**Ports around the boundary**

(3 px per um) Pins as bars across the die edge, other pins in gray.
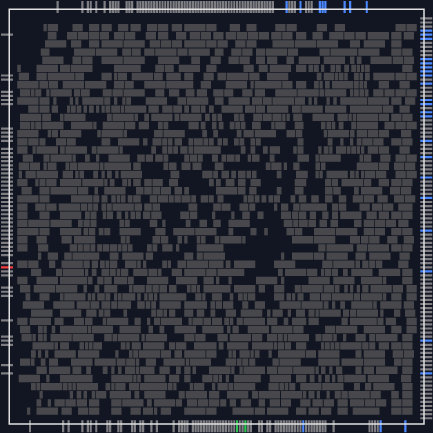
**Placed standard cells**

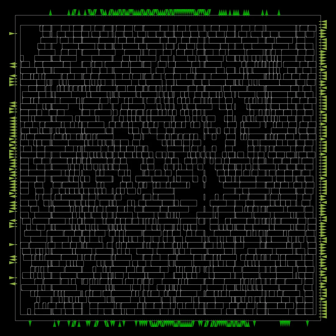
**Wiring by layer**

(2 px per um) Only two layers are drawn.
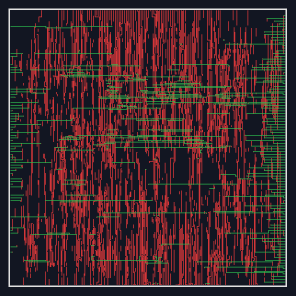
**Metal 2**

(3 px per um)
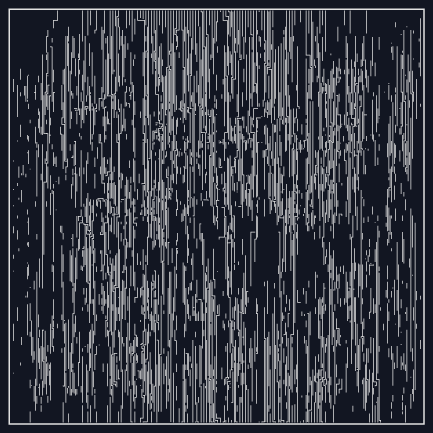
Design mem_io_bridge_flat, sky130hd; sources not shown.
==> flow_metrics.tcl <==
# yosys + openroad results
set metrics [dict create \
    status "finished, final reports clean" \
    p_comb_mw 2.03 \
    clock_latency_ns 0.51 \
    drv_slew 0 \
    buffers 333 \
    fill_cells 1352 \
    wl_met1_um 11800 \
    seqPwrFrac_pct 40.6 \
    ys_sh_simple_pct 17.0 \
    overflow 0 \
    swShare_pct 30.5 \
    cts_tree "yes" \
    grt_use_met3_pct 6.44 \
    clk_pin_slew_ns 0.06 \
    postCtsSetupRepairBufs 0 \
    p_clk_mw 3.20 \
    synth_top_area_share_pct 49.5 \
    internal_power_mw 6.12 \
    netlist_area_um2 8770 \
    num_rows 48 \
    final_area_um2 12700 \
    wl_per_cell_um 19.6 \
    tightestPinTransition_ns 0.896 \
    async_reset_ff_share_pct 0 \
    finalSetupTns_ns 0 \
    viasPerCell 5.59 \
    cp_max_fo 17 \
    postCtsHoldBufs 0 \
]
Notes on 'ports around the boundary' above:
color	port	pins	direction	edge
red	`bus_ack`	1	output	west
blue	`bus_rdata`	32	output	21 east, 8 north, 3 south
green	`bus_size`	2	input	south
all pins by edge	99 east, 77 north, 74 south, 51 west
die y size: 138 um
die width: 138 um
Buffers on Ports: 296

Notes on 'placed standard cells' above:
Non-Filler Instances: 1489
num sequential: 217

Notes on 'wiring by layer' above:
color	layer	wire length
green	metal 3	3090 um
red	metal 2	13800 um
aggregate global-route resource usage: 29.1%
detailed-route via count: 8318

Notes on 'metal 2' above:
nets with wire on the layer	1168
longest straight run	55.6 um
GR met2 Demand/Resource: 48.6%
total wire length: 29200 um

